**config.mk**
```make
export PLATFORM = sky130hd
export DESIGN_NAME = phys_reg_free_list
export DESIGN_NICKNAME = d
export VERILOG_FILES = /design/src/rtl/phys_reg_free_list_pkg.sv /design/src/rtl/phys_reg_free_list.sv
export SDC_FILE = /design/constraint.sdc
export NUM_CORES = 1
export LEC_CHECK = 0
export CAP_MARGIN = 10
export CORE_MARGIN = 2
export CORE_UTILIZATION = 55
export DETAILED_ROUTE_END_ITERATION = 16
export GPL_ROUTABILITY_DRIVEN = 0
export PLACE_DENSITY = 0.72
export RECOVER_POWER = 50
export SLEW_MARGIN = 20
export SYNTH_ARGS = -nofsm -noshare
export SYNTH_HDL_FRONTEND = slang
export SYNTH_SLANG_ARGS = --single-unit
export TNS_END_PERCENT = 100
```
**constraint.sdc**
```tcl
create_clock -name clk -period 3.6 [get_ports clk]
set_input_delay 0.54 -clock clk [delete_from_list [all_inputs] [get_ports clk]]
set_output_delay 0.54 -clock clk [all_outputs]
set_load 0.01 [all_outputs]
```
**src/rtl/phys_reg_free_list_pkg.sv**
```systemverilog
// Shared core types for the physical register file: ID type, default sizing
// and the free-pool derivation used by the free list and rename logic.
package phys_reg_free_list_pkg;

    localparam int DEFAULT_DEPTH             = 64;
    localparam int DEFAULT_NUM_ARCH          = 32;
    localparam int DEFAULT_NUM_RELEASE_PORTS = 2;
    localparam int PHYS_ID_W                 = $clog2(DEFAULT_DEPTH);

    typedef logic [PHYS_ID_W-1:0] phys_id_t;

    typedef enum logic {
        FL_INIT = 1'b0,
        FL_RUN  = 1'b1
    } fl_state_e;

    // IDs that are not architecturally mapped at reset form the initial free pool.
    function automatic int free_entries(input int depth, input int num_arch);
        return depth - num_arch;
    endfunction

endpackage

```
**src/rtl/phys_reg_free_list.sv**
```systemverilog
// Circular free list of physical register IDs: one allocation per cycle, several
// in-order packed releases per cycle, and a mirrored toggle stream for the in-use set.
module phys_reg_free_list
    import phys_reg_free_list_pkg::*;
#(
    parameter int DEPTH             = DEFAULT_DEPTH,
    parameter int NUM_ARCH          = DEFAULT_NUM_ARCH,
    parameter int NUM_RELEASE_PORTS = DEFAULT_NUM_RELEASE_PORTS
) (
    input  logic                                             clk,
    input  logic                                             rst,
    output logic                                             init_clear,
    input  logic                                             alloc_req,
    output logic                                             alloc_valid,
    output logic [$clog2(DEPTH)-1:0]                         alloc_id,
    input  logic [NUM_RELEASE_PORTS-1:0]                     release_req,
    input  logic [NUM_RELEASE_PORTS-1:0][$clog2(DEPTH)-1:0]  release_id,
    output logic [NUM_RELEASE_PORTS:0]                       toggle,
    output logic [NUM_RELEASE_PORTS:0][$clog2(DEPTH)-1:0]    toggle_addr,
    output logic [$clog2(DEPTH):0]                           free_count
);

    localparam int ID_W  = $clog2(DEPTH);
    localparam int CNT_W = ID_W + 1;
    localparam int FREE  = free_entries(DEPTH, NUM_ARCH);

    fl_state_e                                state_reg, state_next;
    logic [ID_W-1:0]                          init_k_reg;
    logic [ID_W-1:0]                          head_reg, tail_reg;
    logic [CNT_W-1:0]                         free_count_reg;
    logic [ID_W-1:0]                          mem [DEPTH];

    logic                                     run;
    logic                                     fire;
    logic                                     init_done;
    logic [NUM_RELEASE_PORTS-1:0]             rel_eff;
    logic [NUM_RELEASE_PORTS-1:0][ID_W-1:0]   rel_off;
    logic [CNT_W-1:0]                         rel_count;
    logic                                     rel_dup;

    // State register
    always_ff @(posedge clk or negedge rst) begin
        if (!rst) state_reg <= FL_INIT;
        else      state_reg <= state_next;
    end

    assign init_done = (state_reg == FL_INIT) && (init_k_reg == ID_W'(DEPTH - 1));

    // Next-state logic
    always_comb begin
        state_next = state_reg;
        if (init_done) state_next = FL_RUN;
    end

    // Output logic
    always_comb begin
        run         = (state_reg == FL_RUN);
        init_clear  = (state_reg == FL_INIT);
        alloc_valid = run && (free_count_reg != '0);
    end

    assign alloc_id   = mem[head_reg];
    assign fire       = alloc_req && alloc_valid;
    assign free_count = free_count_reg;
    assign rel_eff    = release_req & {NUM_RELEASE_PORTS{run}};

    // Each asserted port lands after all asserted lower-numbered ports.
    always_comb begin
        rel_count = '0;
        rel_off   = '0;
        for (int p = 0; p < NUM_RELEASE_PORTS; p++) begin
            rel_off[p] = rel_count[ID_W-1:0];
            if (rel_eff[p]) rel_count = rel_count + CNT_W'(1);
        end
    end

    always_ff @(posedge clk or negedge rst) begin
        if (!rst) begin
            init_k_reg     <= '0;
            head_reg       <= '0;
            tail_reg       <= '0;
            free_count_reg <= '0;
        end else if (state_reg == FL_INIT) begin
            init_k_reg <= init_k_reg + ID_W'(1);
            if (init_done) begin
                tail_reg       <= ID_W'(FREE % DEPTH);
                free_count_reg <= CNT_W'(FREE);
            end
        end else begin
            head_reg       <= head_reg + ID_W'(fire);
            tail_reg       <= tail_reg + rel_count[ID_W-1:0];
            free_count_reg <= free_count_reg + rel_count - CNT_W'(fire);
        end
    end

    // Storage has no reset: init rewrites every entry that can be read before a release fills it.
    always_ff @(posedge clk) begin
        if (state_reg == FL_INIT) begin
            if ({1'b0, init_k_reg} < CNT_W'(FREE))
                mem[init_k_reg] <= ID_W'(NUM_ARCH) + init_k_reg;
        end else begin
            for (int p = 0; p < NUM_RELEASE_PORTS; p++) begin
                if (rel_eff[p]) mem[tail_reg + rel_off[p]] <= release_id[p];
            end
        end
    end

    assign toggle[0]      = fire;
    assign toggle_addr[0] = alloc_id;

    generate
        for (genvar gi = 0; gi < NUM_RELEASE_PORTS; gi++) begin : g_rel_toggle
            assign toggle[gi+1]      = rel_eff[gi];
            assign toggle_addr[gi+1] = release_id[gi];
        end
    endgenerate

    always_comb begin
        rel_dup = 1'b0;
        for (int i = 0; i < NUM_RELEASE_PORTS; i++)
            for (int j = i + 1; j < NUM_RELEASE_PORTS; j++)
                if (release_req[i] && release_req[j] && (release_id[i] == release_id[j]))
                    rel_dup = 1'b1;
    end

    a_no_release_in_init: assert property (@(posedge clk) disable iff (!rst)
        !((state_reg == FL_INIT) && (|release_req)));
    a_no_overfill: assert property (@(posedge clk) disable iff (!rst)
        (({1'b0, free_count_reg} + {1'b0, rel_count}) <= (CNT_W+1)'(FREE)));
    a_no_dup_release: assert property (@(posedge clk) disable iff (!rst) !rel_dup);

endmodule

```
Fig. 1: run 1, sequential cells coloured by netlist name
Scale bar: 50 microns.
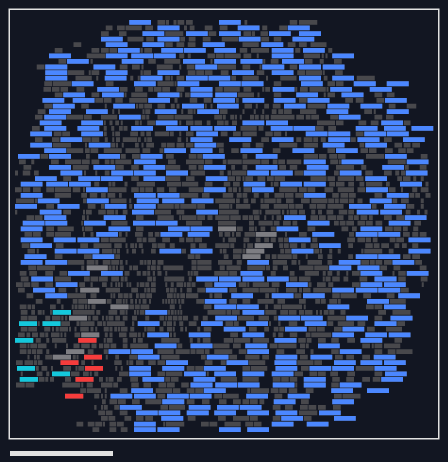
init_k_reg: marked red, placed flops 6, where south-west. mem: marked blue, placed flops 384, where spread over the die. free_count: marked cyan, placed flops 7, where south-west.
Another 13 sequential cells are not coloured.
Seq area share: 46.0%
seq pwr: 5.13 mW
Reg area: 12200 sq um
Finished Core Util: 64.5%

Fig. 2: run 1, drive-strength map
Scale bar: 50 microns.
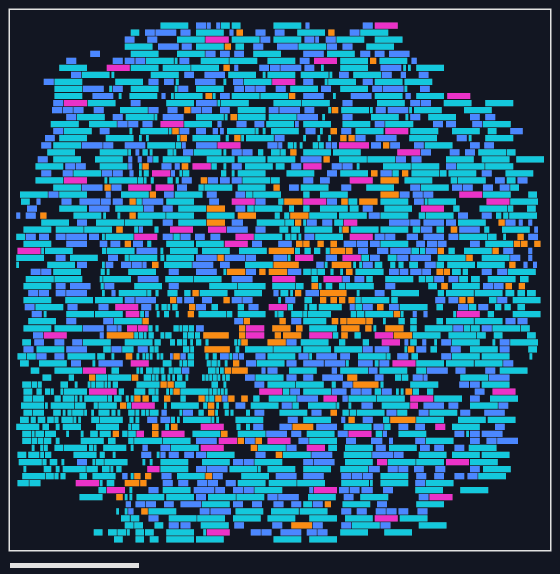
drive 2: marked blue, cells 582, share 33%. drive 3 to 4: marked orange, cells 158, share 9.0%. drive 6 and up: marked magenta, cells 76, share 4.3%. drive 1 or less: marked cyan, cells 943, share 54%.

==> GITHUB_STEP_SUMMARY, run 1 <==
### Yosys + OpenROAD results

| Metric | Value |
|---|---|
| Comb power frac | `1.4%` |
| Flops & latches, synth | `410` |
| Crit path buffers/inverters | `6` |
| Vias in the first global route | `15.4k` |
| Top FF cell, synth | `edfxtp_1` |
| Status | `complete, no violations` |
| Number of gates resized after cts | `80` |
| Worst r2r path cells | `8` |
| Slew @ Worst Pin | `1.46 ns` |
| Post-route cell area | `26500 sq um` |
| Yosys warning total | `0` |
| Number of flops mapped to enable cells by yosys | `384` |
| Min Tclk post-route | `3.57 ns` |
| Met2 usage | `48.6%` |
| Total power | `9.56 mW` |
| Cell depth of the worst setup path | `10` |
| WL met2 | `30900 microns` |
| Leading area contributor after synthesis | `edfxtp_1` |
| Pin count of the biggest net entering global routing | `65` |
| Fraction of layout cells with a size suffix above 1 | `46.4%` |
| Met1 GRT Util | `41.5%` |
| Final worst setup slack | `0.0311 ns` |
| CP Launch Point | `head_reg[0]` |
| Fill count | `3058` |
| All-layer global routing usage | `30.4%` |
| Met3 Usage GRT | `5.28%` |
| Remaining antenna violation count | `0` |
| TritonCTS Buffers | `44` |
| Unrepaired setup endpoints after global routing | `true` |
| Max power group | `registers` |
| H-tree Lvls | `2` |
| Hold path depth | `1` |
| Net count after synthesis | `1635` |
| Non-clock buffers | `250` |
| Power Combinational | `135 uW` |
| CTS tree | `built` |
| MUX share of area | `28.5%` |
| Worst slew margin | `2.37%` |
| Flop pwr share | `53.7%` |
| Non-clk buf share | `7.76%` |
| CP top delay family | `buffers and inverters` |
| DP HPWL | `43000 microns` |
| Drt wl/cell | `28.5 microns` |
| AO/OA Area Share | `7.77%` |
| Launch point of the worst reg-to-reg path | `run` |
| Worst path max stage delay | `0.52 ns` |
| Comb area share | `38.5%` |
| Worst-path clk slew | `0.06 ns` |
| MI comb area | `10200 sq um` |
| Data arrival, critical path | `3.03 ns` |
| Fraction of registers with async set/reset | `6.34%` |
| Max Cap Viol | `0` |
| Post-synth seq share | `52.9%` |
| Area post-placement | `25000 sq um` |
| Leakage power | `9.11 nW` |
| Routed met3 length | `5490 microns` |
| Ys cells | `1598` |
| Psw | `1.97 mW` |
| Max reg flops | `384` |
| Simple-Gate Area Share | `5.07%` |
| Worst IR Drop VDD | `0.434 mV` |
| P_int | `7.58 mW` |
| CP required | `3.06 ns` |
| R2r setup slk | `0.17 ns` |
| Logic family by area | `multiplexers` |
| Post-route insts no fill | `2291` |
| DRT met1 WL | `26300 microns` |
| Tcrit/Tclk final | `99.1%` |
| Clock buffer depth | `3` |
| Top sig layer | `met4` |
| Worst Hold Endpoint | `init_k_reg[3]` |
| Clock Sinks | `410` |
| Worst Setup Path Type | `reg2out` |
| Dpl cells | `2201` |
| Switching Fraction | `20.7%` |
| CTS root buf | `clkbuf_16` |
| Busiest grt layer | `met2` |
| CP Cell Sequence | `buf_6 > buf_12 > buf_4 > buf_8 > mux4_2 > a211o_1 > a31oi_2 > nor3_2 > buf_4 > clkdlybuf4s15_2` |
| FP Core Util | `56.0%` |
| Most common logic cells in the final layout | `mux2_2, edfxtp_1, buf_4` |
| Syn Std Cell Area | `23000 sq um` |
| Slowest CP cell | `dfrtp_4` |
| # setup viols final | `0` |
| Setup TNS Final | `0 ns` |
| Worst Setup EP | `toggle_addr[0]` |
| Non-clock inverters | `17` |
| Rows | `74` |
Fig. 3: run 1, clock routing
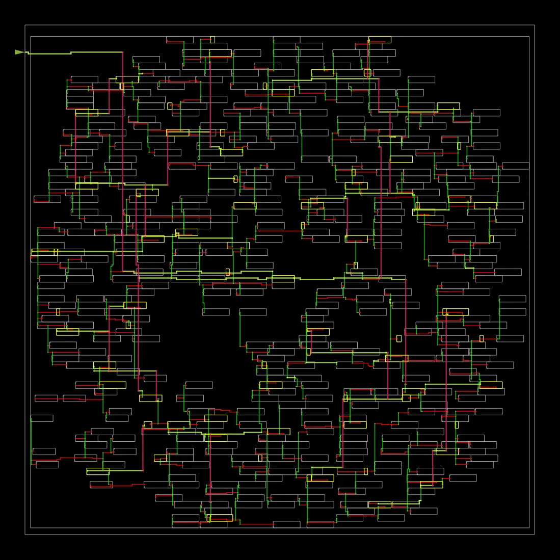
clock buf count: 56
Layout Skew: 0.0184 ns
flop count: 410
Latency at later pin: 0.58 ns
P_clk: 4.29 mW

-- run 1: synthesized netlist by cell type (16+ instances only) --
| cell | number |
|---|---|
| mux2i_1 | 39 |
| dfrtp_1 | 26 |
| a211oi_4 | 22 |
| ha_1 | 18 |
| mux2_2 | 398 |
| o21bai_1 | 18 |
| a21o_1 | 23 |
| o22ai_1 | 36 |
| nor2_1 | 70 |
| edfxtp_1 | 384 |
| clkbuf_1 | 97 |
| buf_2 | 24 |
| buf_4 | 25 |
| buf_1 | 16 |
| o21ai_0 | 27 |
| nand2_1 | 80 |
| inv_1 | 16 |
| mux4_2 | 74 |
Fig. 4: run 1, metal layers overlaid
Scale bar: 50 microns.
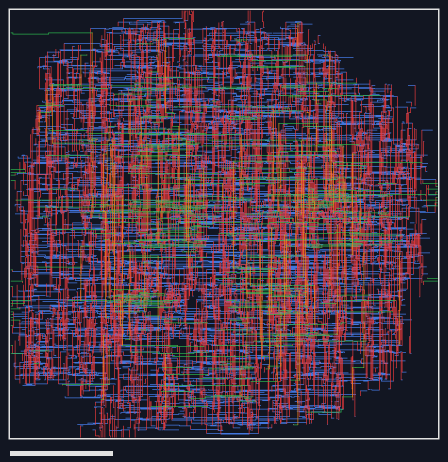

--- run 2 (diff from run 1) ---
ABC_AREA = 0   (was not set)
CAP_MARGIN = 20   (was 10)
CELL_PAD_IN_SITES_DETAIL_PLACEMENT = 1   (was not set)
CELL_PAD_IN_SITES_GLOBAL_PLACEMENT = 1   (was not set)
CORE_UTILIZATION = 53   (was 55)
PLACE_DENSITY = not set   (was 0.72)
PLACE_DENSITY_LB_ADDON = 0.1   (was not set)
Fig. 5: run 2, metal layers overlaid
Scale bar: 50 microns.
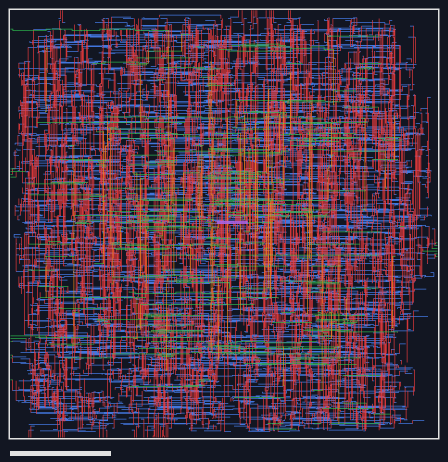
met2: marked red, wire length 34.7 mm. met3: marked green, wire length 4810 microns. met1: marked blue, wire length 29.3 mm. met4: marked orange, wire length 2520 microns. met5: marked purple, wire length 13.8 microns.
drt wl/cell: 30.8 microns
Vias: 15.2k
all-layer global routing usage: 32.4%
final wirelength: 71400 microns

Fig. 6: run 2, sequential cells coloured by netlist name
Scale bar: 50 microns.
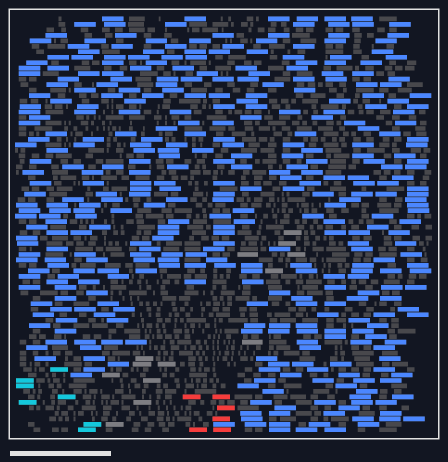
mem: marked blue, placed flops 384, where spread over the die. init_k_reg: marked red, placed flops 6, where south. free_count: marked cyan, placed flops 7, where south-west.

Fig. 7: run 2, clock routing
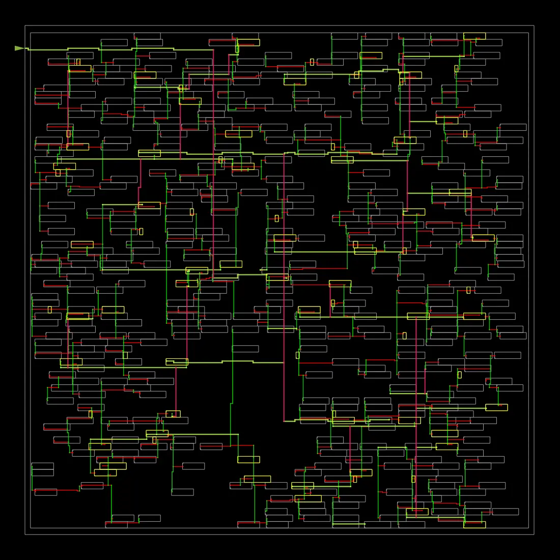
Layout Skew: 0.0258 ns
Latency at later pin: 0.60 ns
clock buf count: 57
TritonCTS Buffers: 46
P_clk: 4.64 mW

==> GITHUB_STEP_SUMMARY, run 2 <==
### Yosys + OpenROAD results

| Metric | Value |
|---|---|
| Status | `finished, violations left` |
| Failing checks | `max-capacitance violations, max-slew violations, negative setup slack` |
| CTS tree | `built` |
| Unrepaired setup endpoints after global routing | `true` |
| Met1 GRT Util | `43.9%` |
| # IOs | `53` |
| # setup viols final | `2` |
| Non-clock inverters | `17` |
| MI comb area | `10300 sq um` |
| Non-clock buffers | `219` |
| WL met2 | `34700 microns` |
| CP Launch Point | `head_reg[0]` |
| Worst Hold Endpoint | `init_k_reg[3]` |
| MUX share of area | `28.5%` |
| Post-synth top cells | `mux2_2, edfxtp_1, clkbuf_1` |
| Top FF cell, synth | `edfxtp_1` |
| Comb area share | `38.9%` |
| Worst IR Drop VDD | `0.327 mV` |
| Met3 Usage GRT | `5.57%` |
| Count leader, synth | `mux2_2` |
| FP Core Util | `53.6%` |
| Slew @ Worst Pin | `1.62 ns` |
| Remaining antenna violation count | `0` |
| R2r setup slk | `0.18 ns` |
| Reg area | `12200 sq um` |
| Seq area share | `45.9%` |
| DP HPWL | `45200 microns` |
| Area post-placement | `24800 sq um` |
| Launch point of the worst reg-to-reg path | `run` |
| Pre-CTS setup slack | `-0.0311 ns` |
| Busiest grt layer | `met2` |
| Clock Sinks | `410` |
| Max reg flops | `384` |
| Worst r2r path cells | `7` |
| Leakage power | `8.92 nW` |
| DRT met1 WL | `29300 microns` |
| Simple-Gate Area Share | `5.07%` |
| Vias in the first global route | `15.7k` |
| CP required | `3.06 ns` |
| Post-route cell area | `26500 sq um` |
| H-tree Lvls | `2` |
| Flops & latches, synth | `410` |
| Non-clk buf share | `6.73%` |
| Data arrival, critical path | `3.07 ns` |
| Met2 usage | `53.4%` |
| Leading area contributor after synthesis | `edfxtp_1` |
| Rows | `76` |
| Pin count of the biggest net entering global routing | `65` |
| Worst slew margin | `-7.78%` |
| Number of flops mapped to enable cells by yosys | `384` |
| Setup TNS Final | `-0.00966 ns` |
| Fraction of layout cells with a size suffix above 1 | `44.5%` |
| Net count after synthesis | `1635` |
| Most common logic cells in the final layout | `mux2_2, edfxtp_1, buf_4` |
| Total power | `9.92 mW` |
| DRC errors left | `0` |
| Dpl cells | `2214` |
| Final worst setup slack | `-0.00596 ns` |
| Syn Std Cell Area | `23000 sq um` |
| Finished Core Util | `61.7%` |
| Min Tclk post-route | `3.61 ns` |
| Top sig layer | `met5` |
| Tcrit/Tclk final | `100%` |
| CTS root buf | `clkbuf_16` |
| Worst Setup EP | `alloc_id[2]` |
| Max Slew Vio Count | `25` |
| Post-synth seq share | `52.9%` |
| Max Cap Viol | `1` |
| Fraction of registers with async set/reset | `6.34%` |
| Flop count | `410` |
[run 2: cell families after synthesis]
family	count (synthesis)
mux	513
flops	410
simple gates	243
compound gates	208
buf+inv	185
fa+ha+maj	20
xor+xnor	19
[run 2: power by group]
group	switching [mW]	internal, mW
clock network	1.95	2.69
registers	0	5.13
logic	0.111	0.0306
total	2.06	7.86
[run 2: critical path, cell delays in order, from the launching register on]
cell and delay, ns:
dfrtp_4 0.53, buf_12 0.18, buf_16 0.17, buf_12 0.14, buf_12 0.15, mux2i_2 0.22
o22ai_2 0.13, a211o_1 0.39, a31oi_4 0.24, nor3_2 0.09, clkdlybuf4s15_1 0.23
[run 2: repair_timing]
item,CTS,global route
setup buffers,18,1
gates cloned,1,0
pin swaps,8,11
setup endpoints to repair,12,11
resized,68,37
No activity file was given, so power comes from the tool's default toggle rates.
